$ cat src/rtl/bus_term_pkg.sv
// Shared types and helpers for the bus terminal endpoint.
// Optional stats outputs are enabled by defining BUS_TERM_STATS_EN.
package bus_term_pkg;

  localparam int unsigned ID_W      = 8;
  localparam int unsigned PKT_MAX_W = 256;
  localparam logic [ID_W-1:0] BCAST_ID = 8'hFF;

  typedef logic [15:0] stat_cnt_t;

  // Destination ID sits in the top ID_W bits of a pkt_w-bit packet.
  function automatic logic [ID_W-1:0] get_dst(input logic [PKT_MAX_W-1:0] pkt,
                                              input int unsigned pkt_w);
    logic [PKT_MAX_W-1:0] shifted;
    shifted = pkt >> (pkt_w - ID_W);
    return shifted[ID_W-1:0];
  endfunction

endpackage

$ cat src/rtl/bus_term_endpoint_if.sv
// Bus-side and host-side signal bundle of the terminal endpoint.
// Stats counters exist only when BUS_TERM_STATS_EN is defined.
interface bus_term_endpoint_if #(
  parameter int unsigned pckg_sz = 16
) ();

  logic               pndng;
  logic [pckg_sz-1:0] D_pop;
  logic               pop;
  logic               push;
  logic [pckg_sz-1:0] D_push;
  logic               tx_wr;
  logic [pckg_sz-1:0] tx_data;
  logic               tx_full;
  logic               rx_rd;
  logic [pckg_sz-1:0] rx_data;
  logic               rx_empty;
  logic               rx_ovf;
  logic               proto_err;
  logic               clr_flags;
`ifdef BUS_TERM_STATS_EN
  bus_term_pkg::stat_cnt_t tx_sent_cnt;
  bus_term_pkg::stat_cnt_t rx_acc_cnt;
  bus_term_pkg::stat_cnt_t rx_drop_cnt;
`endif

  modport slave (
`ifdef BUS_TERM_STATS_EN
    output tx_sent_cnt, rx_acc_cnt, rx_drop_cnt,
`endif
    output pndng, D_pop, tx_full, rx_data, rx_empty, rx_ovf, proto_err,
    input  pop, push, D_push, tx_wr, tx_data, rx_rd, clr_flags
  );

  modport master (
`ifdef BUS_TERM_STATS_EN
    input  tx_sent_cnt, rx_acc_cnt, rx_drop_cnt,
`endif
    input  pndng, D_pop, tx_full, rx_data, rx_empty, rx_ovf, proto_err,
    output pop, push, D_push, tx_wr, tx_data, rx_rd, clr_flags
  );

endinterface

$ cat src/rtl/term_sync_fifo.sv
// Show-ahead synchronous FIFO with simultaneous read/write; head reads 0 when empty.
module term_sync_fifo #(
  parameter int unsigned Width = 16,
  parameter int unsigned Depth = 8,
  localparam int unsigned PtrW = $clog2(Depth),
  localparam int unsigned CntW = PtrW + 1
) (
  input  logic            clk,
  input  logic            reset,
  input  logic            wr,
  input  logic [Width-1:0] wdata,
  input  logic            rd,
  output logic [Width-1:0] rdata,
  output logic            full,
  output logic            empty,
  output logic [CntW-1:0] count
);

  localparam logic [PtrW-1:0] PtrOne  = PtrW'(1);
  localparam logic [CntW-1:0] CntOne  = CntW'(1);
  localparam logic [CntW-1:0] CntFull = CntW'(Depth);

  logic [Width-1:0] mem [Depth];
  logic [PtrW-1:0]  wr_ptr_q, wr_ptr_d, rd_ptr_q, rd_ptr_d;
  logic [CntW-1:0]  count_q, count_d;
  logic             do_wr, do_rd;

  assign full  = (count_q == CntFull);
  assign empty = (count_q == '0);
  assign count = count_q;
  assign rdata = empty ? '0 : mem[rd_ptr_q];

  // A write into a full FIFO is only accepted when the head leaves in the same cycle.
  assign do_rd = rd & ~empty;
  assign do_wr = wr & (~full | do_rd);

  always_comb begin
    wr_ptr_d = wr_ptr_q;
    rd_ptr_d = rd_ptr_q;
    count_d  = count_q;
    if (do_wr) wr_ptr_d = wr_ptr_q + PtrOne;
    if (do_rd) rd_ptr_d = rd_ptr_q + PtrOne;
    unique case ({do_wr, do_rd})
      2'b10:   count_d = count_q + CntOne;
      2'b01:   count_d = count_q - CntOne;
      default: count_d = count_q;
    endcase
  end

  always_ff @(posedge clk or negedge reset) begin
    if (!reset) begin
      wr_ptr_q <= '0;
      rd_ptr_q <= '0;
      count_q  <= '0;
    end else begin
      wr_ptr_q <= wr_ptr_d;
      rd_ptr_q <= rd_ptr_d;
      count_q  <= count_d;
    end
  end

  always_ff @(posedge clk) begin
    if (do_wr) mem[wr_ptr_q] <= wdata;
  end

endmodule

$ cat src/rtl/bus_term_endpoint.sv
// Device-side bus terminal: TX FIFO drained by the bus, ID-filtered RX FIFO, sticky flags.
// Define BUS_TERM_STATS_EN to add saturating tx_sent/rx_acc/rx_drop counters.
module bus_term_endpoint
  import bus_term_pkg::*;
#(
  parameter int unsigned     pckg_sz   = 16,
  parameter int unsigned     depth     = 8,
  parameter logic [ID_W-1:0] term_id   = 8'h00,
  parameter logic [ID_W-1:0] broadcast = BCAST_ID
) (
  input logic            clk,
  input logic            reset,
  bus_term_endpoint_if.slave bus
);

  localparam int unsigned CntW = $clog2(depth) + 1;

  logic [CntW-1:0] tx_count, rx_count;
  logic            tx_empty, rx_empty_int, rx_full;
  logic            id_match, rx_wr, rx_rd_ok, ovf_set, perr_set;
  logic            rx_ovf_q, rx_ovf_d, proto_err_q, proto_err_d;
  logic [ID_W-1:0] dst;

  term_sync_fifo #(
    .Width(pckg_sz),
    .Depth(depth)
  ) u_tx_fifo (
    .clk  (clk),
    .reset(reset),
    .wr   (bus.tx_wr),
    .wdata(bus.tx_data),
    .rd   (bus.pop),
    .rdata(bus.D_pop),
    .full (bus.tx_full),
    .empty(tx_empty),
    .count(tx_count)
  );

  term_sync_fifo #(
    .Width(pckg_sz),
    .Depth(depth)
  ) u_rx_fifo (
    .clk  (clk),
    .reset(reset),
    .wr   (rx_wr),
    .wdata(bus.D_push),
    .rd   (bus.rx_rd),
    .rdata(bus.rx_data),
    .full (rx_full),
    .empty(rx_empty_int),
    .count(rx_count)
  );

  assign bus.pndng    = (tx_count != '0);
  assign bus.rx_empty = (rx_count == '0);

  assign dst      = get_dst(PKT_MAX_W'(bus.D_push), pckg_sz);
  assign id_match = (dst == term_id) || (dst == broadcast);
  assign rx_wr    = bus.push & id_match;
  assign rx_rd_ok = bus.rx_rd & ~rx_empty_int;
  assign ovf_set  = rx_wr & rx_full & ~rx_rd_ok;
  assign perr_set = bus.pop & tx_empty;

  // Set events override a same-cycle clear.
  always_comb begin
    rx_ovf_d    = (rx_ovf_q & ~bus.clr_flags) | ovf_set;
    proto_err_d = (proto_err_q & ~bus.clr_flags) | perr_set;
  end

  always_ff @(posedge clk or negedge reset) begin
    if (!reset) begin
      rx_ovf_q    <= 1'b0;
      proto_err_q <= 1'b0;
    end else begin
      rx_ovf_q    <= rx_ovf_d;
      proto_err_q <= proto_err_d;
    end
  end

  assign bus.rx_ovf    = rx_ovf_q;
  assign bus.proto_err = proto_err_q;

`ifdef BUS_TERM_STATS_EN
  stat_cnt_t tx_sent_q, tx_sent_d, rx_acc_q, rx_acc_d, rx_drop_q, rx_drop_d;
  logic      tx_sent_inc, rx_acc_inc, rx_drop_inc;

  assign tx_sent_inc = bus.pop & ~tx_empty;
  assign rx_acc_inc  = rx_wr & (~rx_full | rx_rd_ok);
  assign rx_drop_inc = bus.push & (~id_match | ovf_set);

  always_comb begin
    tx_sent_d = tx_sent_q;
    rx_acc_d  = rx_acc_q;
    rx_drop_d = rx_drop_q;
    if (bus.clr_flags) begin
      tx_sent_d = '0;
      rx_acc_d  = '0;
      rx_drop_d = '0;
    end else begin
      if (tx_sent_inc && tx_sent_q != '1) tx_sent_d = tx_sent_q + 16'd1;
      if (rx_acc_inc && rx_acc_q != '1)   rx_acc_d  = rx_acc_q + 16'd1;
      if (rx_drop_inc && rx_drop_q != '1) rx_drop_d = rx_drop_q + 16'd1;
    end
  end

  always_ff @(posedge clk or negedge reset) begin
    if (!reset) begin
      tx_sent_q <= '0;
      rx_acc_q  <= '0;
      rx_drop_q <= '0;
    end else begin
      tx_sent_q <= tx_sent_d;
      rx_acc_q  <= rx_acc_d;
      rx_drop_q <= rx_drop_d;
    end
  end

  assign bus.tx_sent_cnt = tx_sent_q;
  assign bus.rx_acc_cnt  = rx_acc_q;
  assign bus.rx_drop_cnt = rx_drop_q;
`endif

endmodule
$ cat src/flat_wrapper.sv
// flat-port wrapper written by rule: the top's interface ports become plain ports
module bus_term_endpoint_flat import bus_term_pkg::*;
#(
  parameter int unsigned     pckg_sz   = 16,
  parameter int unsigned     depth     = 8,
  parameter logic [ID_W-1:0] term_id   = 8'h00,
  parameter logic [ID_W-1:0] broadcast = BCAST_ID
)
  (clk, reset, bus_pndng, bus_D_pop, bus_tx_full, bus_rx_data, bus_rx_empty, bus_rx_ovf, bus_proto_err, bus_pop, bus_push, bus_D_push, bus_tx_wr, bus_tx_data, bus_rx_rd, bus_clr_flags);
  bus_term_endpoint_if #(.pckg_sz(pckg_sz)) bus_i ();
  input logic clk;
  input logic reset;
  output wire logic [$bits(bus_i.pndng)-1:0] bus_pndng;
  output wire logic [$bits(bus_i.D_pop)-1:0] bus_D_pop;
  output wire logic [$bits(bus_i.tx_full)-1:0] bus_tx_full;
  output wire logic [$bits(bus_i.rx_data)-1:0] bus_rx_data;
  output wire logic [$bits(bus_i.rx_empty)-1:0] bus_rx_empty;
  output wire logic [$bits(bus_i.rx_ovf)-1:0] bus_rx_ovf;
  output wire logic [$bits(bus_i.proto_err)-1:0] bus_proto_err;
  input wire logic [$bits(bus_i.pop)-1:0] bus_pop;
  input wire logic [$bits(bus_i.push)-1:0] bus_push;
  input wire logic [$bits(bus_i.D_push)-1:0] bus_D_push;
  input wire logic [$bits(bus_i.tx_wr)-1:0] bus_tx_wr;
  input wire logic [$bits(bus_i.tx_data)-1:0] bus_tx_data;
  input wire logic [$bits(bus_i.rx_rd)-1:0] bus_rx_rd;
  input wire logic [$bits(bus_i.clr_flags)-1:0] bus_clr_flags;
  assign bus_pndng = bus_i.pndng;
  assign bus_D_pop = bus_i.D_pop;
  assign bus_tx_full = bus_i.tx_full;
  assign bus_rx_data = bus_i.rx_data;
  assign bus_rx_empty = bus_i.rx_empty;
  assign bus_rx_ovf = bus_i.rx_ovf;
  assign bus_proto_err = bus_i.proto_err;
  assign bus_i.pop = bus_pop;
  assign bus_i.push = bus_push;
  assign bus_i.D_push = bus_D_push;
  assign bus_i.tx_wr = bus_tx_wr;
  assign bus_i.tx_data = bus_tx_data;
  assign bus_i.rx_rd = bus_rx_rd;
  assign bus_i.clr_flags = bus_clr_flags;
  bus_term_endpoint #(.pckg_sz(pckg_sz), .depth(depth), .term_id(term_id), .broadcast(broadcast)) u_core (.clk(clk), .reset(reset), .bus(bus_i));
endmodule
$ cat config.mk
export PLATFORM = sky130hd
export DESIGN_NAME = bus_term_endpoint_flat
export DESIGN_NICKNAME = d
export VERILOG_FILES = /design/src/rtl/bus_term_pkg.sv /design/src/rtl/bus_term_endpoint_if.sv /design/src/rtl/term_sync_fifo.sv /design/src/rtl/bus_term_endpoint.sv /design/src/flat_wrapper.sv
export SDC_FILE = /design/constraint.sdc
export NUM_CORES = 1
export LEC_CHECK = 0
export ABC_CLOCK_PERIOD_IN_PS = 8350
export CORE_MARGIN = 10
export CORE_UTILIZATION = 61
export DETAILED_ROUTE_END_ITERATION = 8
export PLACE_DENSITY = 0.82
export SYNTH_ARGS = -nofsm -noshare
export SYNTH_HDL_FRONTEND = slang
export SYNTH_SLANG_ARGS = --single-unit
export TNS_END_PERCENT = 1
$ cat constraint.sdc
create_clock -name clk -period 8.35 [get_ports clk]
set_input_delay 1.67 -clock clk [delete_from_list [all_inputs] [get_ports clk]]
set_output_delay 1.67 -clock clk [all_outputs]
set_load 0.005 [all_outputs]
==> out/metrics.csv <==
metric,value,unit
status,completed,
total wire length,22400,microns
"Net Count, Synth",594,
synthesized area,11000,sq um
biggest regs,"u_core.u_rx_fifo.mem x128, u_core.u_tx_fifo.mem x128",
first-pass GRT wire length,35200,microns
slew margin rel.,0.215,
Syn-to-layout area delta,17.6,%
Placed Cells incl. Taps,833,
clock skew,0.00761,ns
Yosys warning total,0,
Worst-Margin Slew,1.18,ns
Synth Flop Type,edfxtp_1,
MaxCap Viol Count,0,
Via density,6.20,
M2 GR Usage,0.315,
Hold Path Class,reg -> reg,
Sw Share,0.281,
distinct lib cells,41,
Internal Dissipation,0.00311,W
Flops,278,
# clk buffers,36,
Commonest Layout Cell,edfxtp_1,
Post-CTS Hold Buffers,0,
ant diodes,0,
number of remaining DRC errors,0,
"Chip Area, Yosys",11000,sq um
Max power group,registers,
"area share, top type",0.697,
WHS,0.537,ns
tool warnings,26,
vias,5458,
Setup-failing EPs final,0,
Reg power frac,0.422,
worst r2r src,u_core.u_tx_fifo.count[2],
CP required,8.48,ns
top post-synthesis cells by count,"edfxtp_1 (256), mux4_2 (64), nor2_1 (46)",
"XOR-XNOR Cells, Area Fraction",0.00953,
Die H,154,microns
post-route ant nets,0,
Routability Congestion,0.789,
GR Util met3,0.0322,
Row Count,49,
met1 Resource Use GR,0.255,
P_comb,0.00132,W
total CTS buffers,27,
non-clk buf share,0.0631,
simple share,0.0395,
top cell category,sequential cells,
Worst Hold Depth,2,
Non-CTS buffers,84,
**M3 wires**

Scale: 3 px per micron. Cells faint in the background.
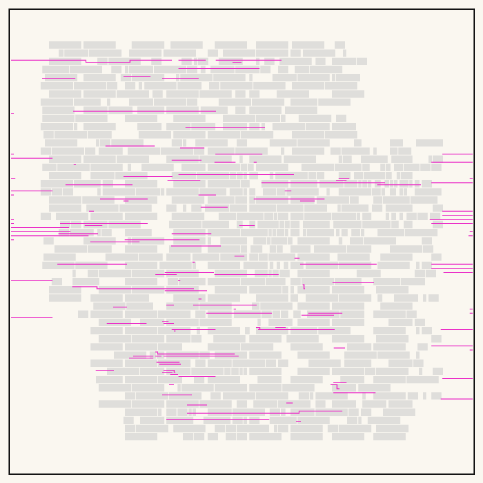
share of all routed wire = 6.5%
wire length on this layer = 1450 microns

**The metal 1 layer**

Scale: 2 px per micron. Supply wires on this layer in grey.
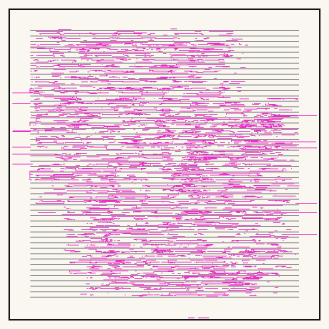
nets with wire on the layer = 648
share of all routed wire = 40%
main direction = horizontal

Power and IR drop assume default switching activity.
